$ cat config.mk
export PLATFORM = sky130hd
export DESIGN_NAME = pll_reset_sequencer_flat
export DESIGN_NICKNAME = d
export VERILOG_FILES = /design/src/rtl/pll_reset_sequencer_if.sv /design/src/rtl/pll_reset_sequencer.sv /design/src/flat_wrapper.sv
export SDC_FILE = /design/constraint.sdc
export NUM_CORES = 1
export LEC_CHECK = 0
export CAP_MARGIN = 15
export CORE_ASPECT_RATIO = 2
export CORE_MARGIN = 2
export CORE_UTILIZATION = 44
export DETAILED_ROUTE_END_ITERATION = 10
export PLACE_DENSITY = 0.69
export SLEW_MARGIN = 20
export SYNTH_ARGS = -nofsm -noshare
export SYNTH_HDL_FRONTEND = slang
export SYNTH_SLANG_ARGS = --single-unit
$ cat constraint.sdc
create_clock -name clk_74a -period 2.9 [get_ports clk_74a]
set_input_delay 0.725 -clock clk_74a [delete_from_list [all_inputs] [get_ports clk_74a]]
set_output_delay 0.725 -clock clk_74a [all_outputs]
set_load 0.02 [all_outputs]
$ cat src/rtl/pll_reset_sequencer_if.sv
// pll_seq_if
//  Bundles the PLL lock input and the reset/status outputs of the
//  PLL reset sequencer.
//  Ports (by modport):
//   master : the sequencer; samples pll_locked, drives everything else
//   slave  : the PLL / clock-domain side; drives pll_locked, observes the rest
//  Signals:
//   pll_locked     PLL lock, asynchronous to clk_74a
//   pll_rst        active-high reset to the PLL
//   sdram_reset_n  SDRAM-domain reset, active low
//   cpu_reset_n    CPU-domain reset, active low
//   audio_reset_n  audio-domain reset, active low
//   ready          all domains released and lock held
//   fault          sticky fault after repeated lock timeouts
//   retry_count    lock timeouts since the last entry to RUN
//   state_dbg      current sequencer state (debug observation)
//  Handshake: there is no valid/ready pairing here; pll_locked is a level and
//  every output is a registered level that changes only on a clk_74a edge or
//  on asynchronous reset.
interface pll_seq_if;
   logic       pll_locked;
   logic       pll_rst;
   logic       sdram_reset_n;
   logic       cpu_reset_n;
   logic       audio_reset_n;
   logic       ready;
   logic       fault;
   logic [2:0] retry_count;
   logic [2:0] state_dbg;

   modport master (
      input  pll_locked,
      output pll_rst, sdram_reset_n, cpu_reset_n, audio_reset_n,
      output ready, fault, retry_count, state_dbg
   );

   modport slave (
      output pll_locked,
      input  pll_rst, sdram_reset_n, cpu_reset_n, audio_reset_n,
      input  ready, fault, retry_count, state_dbg
   );
endinterface

$ cat src/rtl/pll_reset_sequencer.sv
// pll_reset_sequencer
//  Pulses the system PLL reset, qualifies lock as stable, then releases the
//  SDRAM, CPU and audio domain resets in that order, spaced by STAGE_GAP
//  cycles. Lock timeouts re-pulse the PLL; MAX_RETRIES timeouts latch FAULT,
//  which only reset_n clears. Any lock loss after release restarts the whole
//  sequence from the PLL reset.
//  Ports:
//   clk_74a   74.25 MHz reference clock, rising edge
//   reset_n   asynchronous active-low reset
//   bus       pll_seq_if.master (lock in, PLL/domain resets and status out)
module pll_reset_sequencer #(
   parameter int PLL_RST_CYCLES = 16,
   parameter int LOCK_TIMEOUT   = 65536,
   parameter int STABLE_CYCLES  = 4096,
   parameter int STAGE_GAP      = 256,
   parameter int MAX_RETRIES    = 3
) (
   input  logic       clk_74a,
   input  logic       reset_n,
   pll_seq_if.master  bus
);

   localparam int MAX_AB  = (PLL_RST_CYCLES > LOCK_TIMEOUT) ? PLL_RST_CYCLES : LOCK_TIMEOUT;
   localparam int MAX_CD  = (STABLE_CYCLES > STAGE_GAP) ? STABLE_CYCLES : STAGE_GAP;
   localparam int MAX_CNT = (MAX_AB > MAX_CD) ? MAX_AB : MAX_CD;
   localparam int CW      = $clog2(MAX_CNT) + 1;

   localparam logic [CW-1:0] RST_LAST     = CW'(PLL_RST_CYCLES - 1);
   localparam logic [CW-1:0] TIMEOUT_LAST = CW'(LOCK_TIMEOUT - 1);
   localparam logic [CW-1:0] STABLE_LAST  = CW'(STABLE_CYCLES - 1);
   localparam logic [CW-1:0] GAP_LAST     = CW'(STAGE_GAP - 1);
   localparam logic [2:0]    RETRY_LIMIT  = 3'(MAX_RETRIES);

   typedef enum logic [2:0] {
      S_PLL_RESET = 3'd0,
      S_WAIT_LOCK = 3'd1,
      S_STABLE    = 3'd2,
      S_REL_SDRAM = 3'd3,
      S_REL_CPU   = 3'd4,
      S_REL_AUDIO = 3'd5,
      S_RUN       = 3'd6,
      S_FAULT     = 3'd7
   } state_t;

   state_t        state, state_nxt;
   logic [CW-1:0] cnt, cnt_nxt;
   logic [2:0]    retry, retry_nxt;
   logic          lock_meta, locked_s;

   logic pll_rst_q, sdram_q, cpu_q, audio_q, ready_q, fault_q;

   // Two-flop synchroniser for the asynchronous lock input.
   always_ff @(posedge clk_74a or negedge reset_n) begin
      if (!reset_n) begin
         lock_meta <= 1'b0;
         locked_s  <= 1'b0;
      end else begin
         lock_meta <= bus.pll_locked;
         locked_s  <= lock_meta;
      end
   end

   always_ff @(posedge clk_74a or negedge reset_n) begin
      if (!reset_n) begin
         state <= S_PLL_RESET;
         cnt   <= '0;
         retry <= 3'd0;
      end else begin
         state <= state_nxt;
         cnt   <= cnt_nxt;
         retry <= retry_nxt;
      end
   end

   always_comb begin
      state_nxt = state;
      retry_nxt = retry;
      cnt_nxt   = cnt + 1'b1;

      unique case (state)
         S_PLL_RESET: begin
            if (cnt == RST_LAST) state_nxt = S_WAIT_LOCK;
         end
         S_WAIT_LOCK: begin
            if (locked_s) begin
               state_nxt = S_STABLE;
            end else if (cnt == TIMEOUT_LAST) begin
               retry_nxt = retry + 3'd1;
               state_nxt = (retry_nxt == RETRY_LIMIT) ? S_FAULT : S_PLL_RESET;
            end
         end
         S_STABLE: begin
            if (!locked_s)                state_nxt = S_WAIT_LOCK;
            else if (cnt == STABLE_LAST)  state_nxt = S_REL_SDRAM;
         end
         // Lock loss is tested first so it wins over a same-cycle advance.
         S_REL_SDRAM: begin
            if (!locked_s)             state_nxt = S_PLL_RESET;
            else if (cnt == GAP_LAST)  state_nxt = S_REL_CPU;
         end
         S_REL_CPU: begin
            if (!locked_s)             state_nxt = S_PLL_RESET;
            else if (cnt == GAP_LAST)  state_nxt = S_REL_AUDIO;
         end
         S_REL_AUDIO: begin
            if (!locked_s) begin
               state_nxt = S_PLL_RESET;
            end else if (cnt == GAP_LAST) begin
               state_nxt = S_RUN;
               retry_nxt = 3'd0;
            end
         end
         S_RUN: begin
            cnt_nxt = cnt;
            if (!locked_s) state_nxt = S_PLL_RESET;
         end
         S_FAULT: begin
            cnt_nxt = cnt;
         end
         default: state_nxt = S_PLL_RESET;
      endcase

      if (state_nxt != state) cnt_nxt = '0;
   end

   // Outputs are decoded from the next state and registered, so each output
   // flop changes on the same edge as the state and never glitches.
   always_ff @(posedge clk_74a or negedge reset_n) begin
      if (!reset_n) begin
         pll_rst_q <= 1'b1;
         sdram_q   <= 1'b0;
         cpu_q     <= 1'b0;
         audio_q   <= 1'b0;
         ready_q   <= 1'b0;
         fault_q   <= 1'b0;
      end else begin
         pll_rst_q <= (state_nxt == S_PLL_RESET) || (state_nxt == S_FAULT);
         sdram_q   <= (state_nxt == S_REL_SDRAM) || (state_nxt == S_REL_CPU) ||
                      (state_nxt == S_REL_AUDIO) || (state_nxt == S_RUN);
         cpu_q     <= (state_nxt == S_REL_CPU) || (state_nxt == S_REL_AUDIO) ||
                      (state_nxt == S_RUN);
         audio_q   <= (state_nxt == S_REL_AUDIO) || (state_nxt == S_RUN);
         ready_q   <= (state_nxt == S_RUN);
         fault_q   <= (state_nxt == S_FAULT);
      end
   end

   assign bus.pll_rst       = pll_rst_q;
   assign bus.sdram_reset_n = sdram_q;
   assign bus.cpu_reset_n   = cpu_q;
   assign bus.audio_reset_n = audio_q;
   assign bus.ready         = ready_q;
   assign bus.fault         = fault_q;
   assign bus.retry_count   = retry;
   assign bus.state_dbg     = state;

endmodule
$ cat src/flat_wrapper.sv
// flat-port wrapper written by rule: the top's interface ports become plain ports
module pll_reset_sequencer_flat 
#(
   parameter int PLL_RST_CYCLES = 16,
   parameter int LOCK_TIMEOUT   = 65536,
   parameter int STABLE_CYCLES  = 4096,
   parameter int STAGE_GAP      = 256,
   parameter int MAX_RETRIES    = 3
)
  (clk_74a, reset_n, bus_pll_locked, bus_pll_rst, bus_sdram_reset_n, bus_cpu_reset_n, bus_audio_reset_n, bus_ready, bus_fault, bus_retry_count, bus_state_dbg);
  pll_seq_if bus_i ();
  input  logic clk_74a;
  input  logic reset_n;
  input wire logic [$bits(bus_i.pll_locked)-1:0] bus_pll_locked;
  output wire logic [$bits(bus_i.pll_rst)-1:0] bus_pll_rst;
  output wire logic [$bits(bus_i.sdram_reset_n)-1:0] bus_sdram_reset_n;
  output wire logic [$bits(bus_i.cpu_reset_n)-1:0] bus_cpu_reset_n;
  output wire logic [$bits(bus_i.audio_reset_n)-1:0] bus_audio_reset_n;
  output wire logic [$bits(bus_i.ready)-1:0] bus_ready;
  output wire logic [$bits(bus_i.fault)-1:0] bus_fault;
  output wire logic [$bits(bus_i.retry_count)-1:0] bus_retry_count;
  output wire logic [$bits(bus_i.state_dbg)-1:0] bus_state_dbg;
  assign bus_i.pll_locked = bus_pll_locked;
  assign bus_pll_rst = bus_i.pll_rst;
  assign bus_sdram_reset_n = bus_i.sdram_reset_n;
  assign bus_cpu_reset_n = bus_i.cpu_reset_n;
  assign bus_audio_reset_n = bus_i.audio_reset_n;
  assign bus_ready = bus_i.ready;
  assign bus_fault = bus_i.fault;
  assign bus_retry_count = bus_i.retry_count;
  assign bus_state_dbg = bus_i.state_dbg;
  pll_reset_sequencer #(.PLL_RST_CYCLES(PLL_RST_CYCLES), .LOCK_TIMEOUT(LOCK_TIMEOUT), .STABLE_CYCLES(STABLE_CYCLES), .STAGE_GAP(STAGE_GAP), .MAX_RETRIES(MAX_RETRIES)) u_core (.clk_74a(clk_74a), .reset_n(reset_n), .bus(bus_i));
endmodule
density.png
5 x 10 tiles, from white (low) to dark blue (high), 0 to 100% covered.
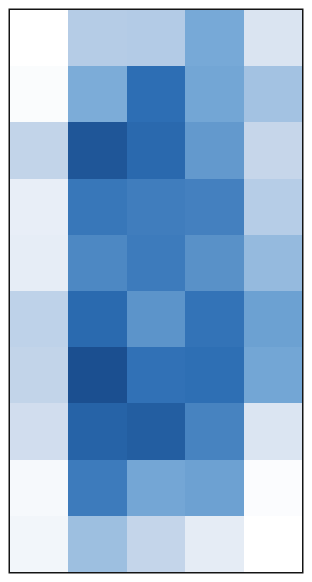
fullest tile	88%
nearly empty tiles	6.0%
tiles over 75% full	12%
mean over tiles	45%
densest ninth of the die	middle

final_placement.png
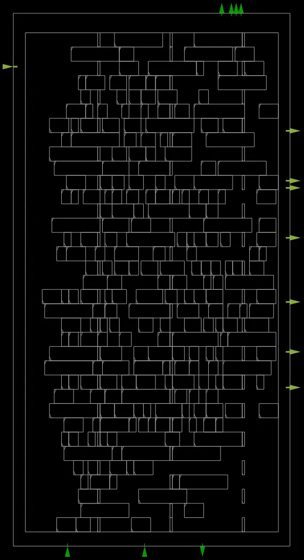
non-filler cells, final: 310
core footprint: 4598 µm²
Finished Core Util: 53.88%

met1.png
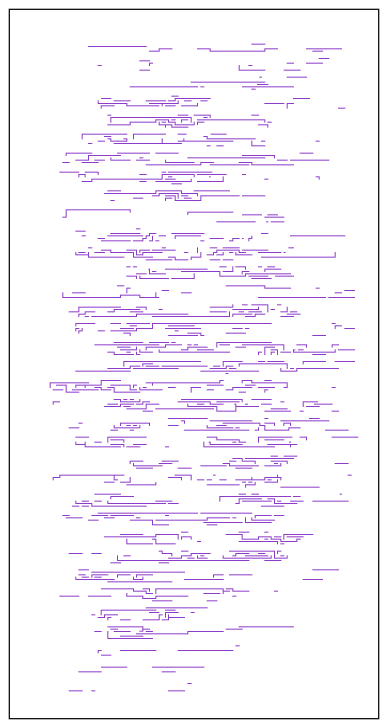
wire length on this layer	1,870 µm
main direction	horizontal

## path summary, 6_finish.rpt
check,startpoint,endpoint,slack [ns]
min in group asynchronous,reset_n,u_core.lock_meta,0.83
min,u_core.lock_meta,u_core.locked_s,0.36
max reg2reg,u_core.cnt[0],u_core.cnt[16],0.14
max in group asynchronous,reset_n,u_core.bus.pll_rst,1.73
min reg2reg,u_core.lock_meta,u_core.locked_s,0.36
max,u_core.cnt[0],u_core.cnt[16],0.14
## logic make-up (layout without fill, tap and decap cells)
kind of cell | after synthesis | after routing | share of synthesized area, %
AOI/OAI and AO/OA | 34 | 36 | 11.87
xor gates and xnor gates | 14 | 14 | 5.847
adders and majority gates | 4 | 4 | 2.387
buffers and inverters | 26 | 53 | 8.651
DFF | 31 | 31 | 37.05
muxes | 18 | 18 | 8.592
and+or+nand+nor | 99 | 99 | 25.60
## layout by cell type (no fill, tap or decap), types with 7 or more instances in the layout
master and count:
xor2_1 10, nand2_1 25, nor2_1 7, o21ai_0 7
a21oi_1 7, nand3_1 22, dfrtp_1 30, buf_4 17
nor4_1 7, nor3_1 11, inv_1 10, mux2i_1 18
clkdlybuf4s50_1 14
## layer usage
metal | vias to the layer above | global-route usage, % | part of all wire (%)
met1 | 900 | 19.78 | 36
met5 | - | 0 | 0
li1 | 888 | - | -
met3 | 20 | 2.802 | 2.9
met2 | 47 | 40.67 | 57
met4 | 0 | 10.85 | 4.3
## cell type report
| class | count | share of cell area, % |
|---|---|---|
| Clock inverter | 1 | 0.2020 |
| Inverter | 13 | 1.970 |
| Timing Repair Buffer | 32 | 11.62 |
| Clock buffer | 7 | 3.485 |
| Tap cell | 55 | 2.778 |
| Multi-Input combinational cell | 171 | 48.59 |
| Sequential cell | 31 | 31.36 |
==> flow_summary_export.csv <==
group,metric,value,unit
sta,relSlewSlack,42.45,%
pwr,combinationalPower,0.512,mW
floorplan,initCoreUtil,45.61,%
outcome,run_status,"finished clean",
detailed_routing,avgRoutedWirePerCell,16.84,µm
floorplan,ios,15,
critical_path,ff2ff_path_depth,11,
synthesis,yosys.stat.seqShare,37.05,%
pwr,total_power,1.412,mW
clocking,clkSinkCount,31,
global_routing,grt_max_degree,32,
sta,slew_violations,0,
sta,period_needed,2.761,ns
pwr,power_density,569.8,nW/µm²
pwr,sw_frac_of_total,36.62,%
final_layout,final_area,2477,µm²
pwr,power_switching,0.5169,mW
critical_path,critPathBufInv,1,
detailed_routing,avgViaCountPerCell,5.984,
global_routing,grt_first_pass_wirelength,8.238,mm
clocking,clock_tree.buffer_depth,2,
synthesis,async_reset_ff_share,100.0,%
final_layout,comb_area,1204,µm²
pwr,top_power_group,"sequential cells",
critical_path,path_cells,"ha_2, nand3_2, or2_2, nor4b_2, ha_1, or3b_4, nor4b_4, buf_4, a31oi_2, nand3_1, mux2i_1",
global_routing,grt_usage,20.90,%
synthesis,most_common_cell,"dfrtp_1",
No activity file was given, so power comes from the tool's default toggle rates.
